<file path="config.mk">
export PLATFORM = sky130hd
export DESIGN_NAME = cart_header
export DESIGN_NICKNAME = d
export VERILOG_FILES = /design/src/rtl/cart_header_pkg.sv /design/src/rtl/cart_header.sv
export SDC_FILE = /design/constraint.sdc
export NUM_CORES = 1
export LEC_CHECK = 0
export CAP_MARGIN = 40
export CORE_MARGIN = 5
export CORE_UTILIZATION = 61
export CTS_CLUSTER_SIZE = 16
export DETAILED_ROUTE_END_ITERATION = 8
export PLACE_DENSITY = 0.86
export SYNTH_ARGS = -nofsm -noshare
export SYNTH_HDL_FRONTEND = slang
export SYNTH_SLANG_ARGS = --single-unit
</file>
<file path="constraint.sdc">
create_clock -name clk -period 7.1 [get_ports clk]
set_input_delay 1.42 -clock clk [delete_from_list [all_inputs] [get_ports clk]]
set_output_delay 1.42 -clock clk [all_outputs]
set_load 0.05 [all_outputs]
</file>
<file path="src/rtl/cart_header_pkg.sv">
// Shared definitions for the cartridge header scanner: FSM states, MBC codes
// and the header byte addresses it reads.
package cart_header_pkg;

  typedef enum logic [2:0] {
    ST_IDLE,
    ST_REQ,
    ST_NEXT,
    ST_CHECK,
    ST_DONE,
    ST_ERROR
  } state_e;

  localparam logic [1:0] MBC_NONE  = 2'd0;
  localparam logic [1:0] MBC_1     = 2'd1;
  localparam logic [1:0] MBC_UNSUP = 2'd3;

  localparam logic [14:0] ADR_FIRST = 15'h0134;
  localparam logic [14:0] ADR_TYPE  = 15'h0147;
  localparam logic [14:0] ADR_ROM   = 15'h0148;
  localparam logic [14:0] ADR_RAM   = 15'h0149;
  localparam logic [14:0] ADR_CKS   = 15'h014D;

endpackage

</file>
<file path="src/rtl/cart_header.sv">
// Reads the cartridge header (0x0134..0x014D) one byte at a time, validates
// checksum, sizes and mapper type, and holds the system in reset until accepted.
module cart_header
  import cart_header_pkg::*;
#(
  parameter int TIMEOUT = 255
) (
  input  logic        clk,
  input  logic        reset_n,
  input  logic        rescan,
  output logic [14:0] rd_adr,
  output logic        rd_req,
  input  logic        rd_ack,
  input  logic [7:0]  rd_data,
  output logic [2:0]  rom_size,
  output logic [1:0]  ram_size,
  output logic [1:0]  mbc_type,
  output logic        done,
  output logic        error,
  output logic        sys_reset
);

  state_e      state;
  logic [7:0]  cks;
  logic [7:0]  tmo_cnt;

  logic [1:0]  mbc_stg;
  logic [2:0]  rom_stg;
  logic        rom_bad;
  logic [1:0]  ram_stg;
  logic        ram_bad;
  logic [7:0]  hdr_cks;
  logic        hdr_ok;

  function automatic logic [1:0] mbc_decode(input logic [7:0] b);
    if (b == 8'h00)      return MBC_NONE;
    else if (b <= 8'h03) return MBC_1;
    else                 return MBC_UNSUP;
  endfunction

  // Codes 0 and 1 both mean "no RAM"; 2 and 3 pass straight through.
  function automatic logic [1:0] ram_decode(input logic [7:0] b);
    return b[1] ? b[1:0] : 2'd0;
  endfunction

  assign hdr_ok = (cks == hdr_cks) && !rom_bad && !ram_bad && (mbc_stg != MBC_UNSUP);

  // Field staging: not reset, every field is rewritten before CHECK on each scan
  always_ff @(posedge clk) begin
    if (state == ST_REQ && rd_ack) begin
      case (rd_adr)
        ADR_TYPE: mbc_stg <= mbc_decode(rd_data);
        ADR_ROM: begin
          rom_stg <= rd_data[2:0];
          rom_bad <= (rd_data > 8'h06);
        end
        ADR_RAM: begin
          ram_stg <= ram_decode(rd_data);
          ram_bad <= (rd_data > 8'h03);
        end
        ADR_CKS: hdr_cks <= rd_data;
        default: ;
      endcase
    end
  end

  // Scan FSM with registered handshake and status outputs
  always_ff @(posedge clk or negedge reset_n) begin
    if (!reset_n) begin
      state     <= ST_IDLE;
      rd_req    <= 1'b0;
      rd_adr    <= ADR_FIRST;
      cks       <= 8'h00;
      tmo_cnt   <= 8'h00;
      rom_size  <= 3'd0;
      ram_size  <= 2'd0;
      mbc_type  <= MBC_NONE;
      done      <= 1'b0;
      error     <= 1'b0;
      sys_reset <= 1'b1;
    end else begin
      case (state)
        ST_IDLE: begin
          state   <= ST_REQ;
          rd_req  <= 1'b1;
          rd_adr  <= ADR_FIRST;
          cks     <= 8'h00;
          tmo_cnt <= 8'h00;
        end
        ST_REQ: begin
          if (rd_ack) begin
            rd_req <= 1'b0;
            state  <= ST_NEXT;
            if (rd_adr < ADR_CKS) cks <= cks - rd_data - 8'd1;
          end else if (tmo_cnt == 8'(TIMEOUT - 1)) begin
            rd_req <= 1'b0;
            state  <= ST_ERROR;
            error  <= 1'b1;
          end else begin
            tmo_cnt <= tmo_cnt + 8'd1;
          end
        end
        ST_NEXT: begin
          if (rd_adr == ADR_CKS) begin
            state <= ST_CHECK;
          end else begin
            rd_adr  <= rd_adr + 15'd1;
            rd_req  <= 1'b1;
            tmo_cnt <= 8'h00;
            state   <= ST_REQ;
          end
        end
        ST_CHECK: begin
          if (hdr_ok) begin
            state     <= ST_DONE;
            done      <= 1'b1;
            sys_reset <= 1'b0;
            rom_size  <= rom_stg;
            ram_size  <= ram_stg;
            mbc_type  <= mbc_stg;
          end else begin
            state <= ST_ERROR;
            error <= 1'b1;
          end
        end
        ST_DONE, ST_ERROR: begin
          if (rescan) begin
            state     <= ST_REQ;
            rd_req    <= 1'b1;
            rd_adr    <= ADR_FIRST;
            cks       <= 8'h00;
            tmo_cnt   <= 8'h00;
            done      <= 1'b0;
            error     <= 1'b0;
            sys_reset <= 1'b1;
          end
        end
        default: state <= ST_IDLE;
      endcase
    end
  end

endmodule

</file>
Clock wiring as the flow saved it:
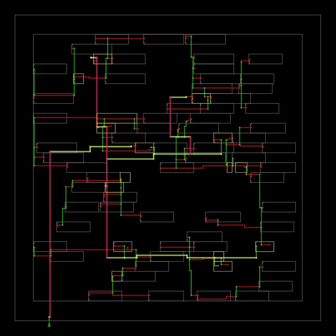
clock latency on the worst-skew pair: 0.35 ns
TritonCTS buffer count: 9
count of sequential standard cells: 62
sinks on the clock net: 62
number of clock buffer instances in the layout: 9

Signal wires on met2:
Drawn at 6 px/µm. Cells faint in the background.
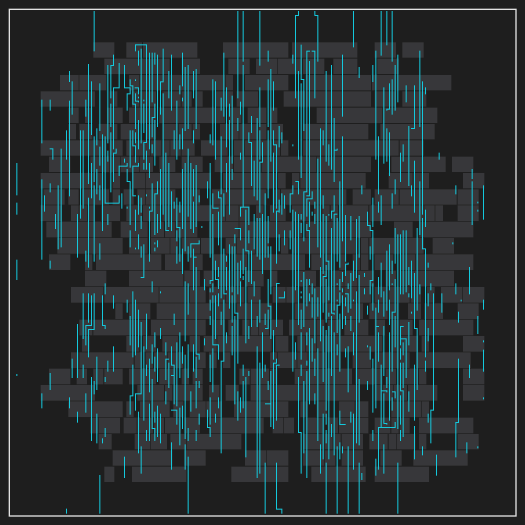
- share of all routed wire: 50%
- wire length on this layer: 3,550 µm
- longest straight run: 32.3 µm
- main direction: vertical
- nets with wire on the layer: 343
met2 global-route usage: 36.0%
wire length after detailed routing: 7130 µm
routed vias: 2,635

==> run summary <==
This note records the results obtained with Yosys and OpenROAD.

Synthesis
The synthesized design spends more area on one cell type than any other, namely dfrtp_1. Of the post-synthesis cell area, the dominant cell type holds 29.8%. The post-synth tally of flip-flops with integrated enable is 17. Per the synth stats, the proportion of register bits with asynchronous set or reset is 72.6%.

The leading register cell type out of synthesis is dfrtp_1.

Final layout
The final antenna diode tally reported by the flow is 0. The final report gives the core utilization as 73.3%. The number of nets in the finished design is 393. The relative area change from synthesis to final layout is 18.7%.

The finished cells cover 0.00399 mm². The count of placed standard cells in the final layout, fillers left out is 445.

Route
The violation tally from detailed-route iteration zero is 156. Per the detail_route report, routed wire per instance is 16.0 µm. Per the post-route antenna check, the number of violating nets is 0. The DRC violations left is 0.

Power and ir drop
The static leakage power is 1.63 nW. The worst supply voltage drop on vdd is 0.160 mV. The total power after layout is 1.18 mW.

Place
The routability congestion estimate is 0.915. Per the detailed placement report, the placed cell area equals 0.00379 mm².

Global routing
The maximum number of pins on one net before global-route repair is 25. The number of global-route vias before repair was 2,528. The aggregate global-route resource usage is 21.8%.

Worst setup path
The slowest stage of the critical path is the clkdlybuf4s50_1 cell. The arrival time at the worst endpoint is 3.72 ns. Setup slack on the worst reg-to-reg path comes out at 4.30 ns. For the worst reg-to-reg path, the startpoint reported by OpenROAD is rd_adr[11].

STA classifies the critical path endpoint as a flop. STA lists the maximum fanout along the critical path as 5. The largest stage delay on the critical path is 0.59 ns.

Timing
The normalized max-slew margin is 43.0%. Endpoints with negative setup slack in the final report add up to 0. The final layout reports a setup TNS of 0 ns. Hold is met by 0.487 ns. The number of pins exceeding their max-slew limit in the final report is 0. Counting I/O delays and the setup requirement, the final critical path takes 3.48 ns.

Die
The chip occupies 0.00709 mm². The core region is 0.00544 mm². The width of the die is 84.2 µm.

Clocking
The count of H-tree levels built during CTS is 3. CTS placed an instance of clkbuf_8 at the clock tree root. The TritonCTS clock tree is done.

Hold path
The worst-case hold path end point is ram_size[0]. Looking at hold timing, the worst path starts from ram_stg[0].

Status
The run finished with clean final reports.

Run
In this run the maximum-capacitance check reported violations numbering 0.
I/O nets highlighted:
Drawn at 4 px/µm.
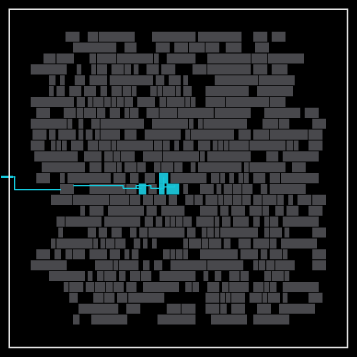
- rescan: cyan (bits 1; direction input; end cells 4; buffers 1; wire 47.9 µm)
top-level port count: 38
count of buffers from port buffering: 37

Clock distribution:
Drawn at 6 px/µm.
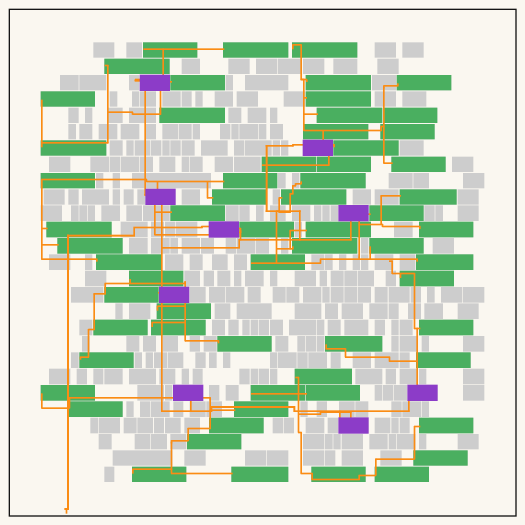
- clock wires: orange (length 823 µm)
- cells driving clock nets: purple (count 9)
- flip-flops: green (count 62)
- flops lie: all over the die
- routed clock nets: 10
Worst Skew: 0.00761 ns
total clock network power: 0.311 mW
clock group share of total power: 26.5%

-- critical path, delay by kind of cell --
family	cells	cell delay, ns
compound gates	2	0.44
fa+ha+maj	1	0.30
buf+inv	2	0.72
simple gates	3	0.85
-- final cells by class --
type                       instances  area (µm²)
timing repair buffer              38         393
sequential                        62        1640
multi-input combinational        234        1580
clock buffer                       9         124
tap                               72        90.1
inverter                          23        86.3
fill                             403        1450
clock inverter                     7        72.6
-- cells by family after synthesis --
| kind of cell | after synthesis | share of synthesized area [%] |
|---|---|---|
| compound gates | 60 | 12.3 |
| flops | 62 | 48.9 |
| mux | 10 | 3.39 |
| xor+xnor | 21 | 5.48 |
| fa+ha+maj | 13 | 5.07 |
| buf+inv | 33 | 4.10 |
| simple gates | 130 | 20.7 |
-- per-layer routing --
layer	GRT usage [%]	wire, µm	vias up	part of all wire [%]
met2	36.0	3550	91	50
met4	7.60	116	0	1.6
met5	0	0	-	0
met1	28.8	3080	1271	43
li1	-	-	1261	-
met3	4.12	381	12	5.3
-- state kept, by name (all words and copies together), names as in the netlist, 3 cells and up --
register	cells
hdr_cks	8
state	3
tmo_cnt	8
cks	8
rom_stg	3
rom_size	3
rd_adr	15
-- Yosys cell counts (3+ instances only) --
master	n
dfrtp_1	40
nor2_1	27
nand2_1	25
inv_1	23
edfxtp_1	17
o21ai_0	16
xor2_1	14
ha_1	12
nand3_1	11
a21oi_1	10
nor3_1	9
mux2_2	7
nand2b_1	7
nand4_1	7
nor2b_1	7
o31ai_1	7
xnor2_1	7
clkbuf_1	6
nor4_1	6
dfstp_2	5
and3_1	4
or2_2	4
or3_1	4
or4_1	4
a21boi_0	3
nor3b_1	3
-- power breakdown --
part           internal [mW]  switching, mW
combinational          0.147          0.253
clock                  0.162          0.150
sequential             0.410         0.0542
No activity file was given, so power comes from the tool's default toggle rates.
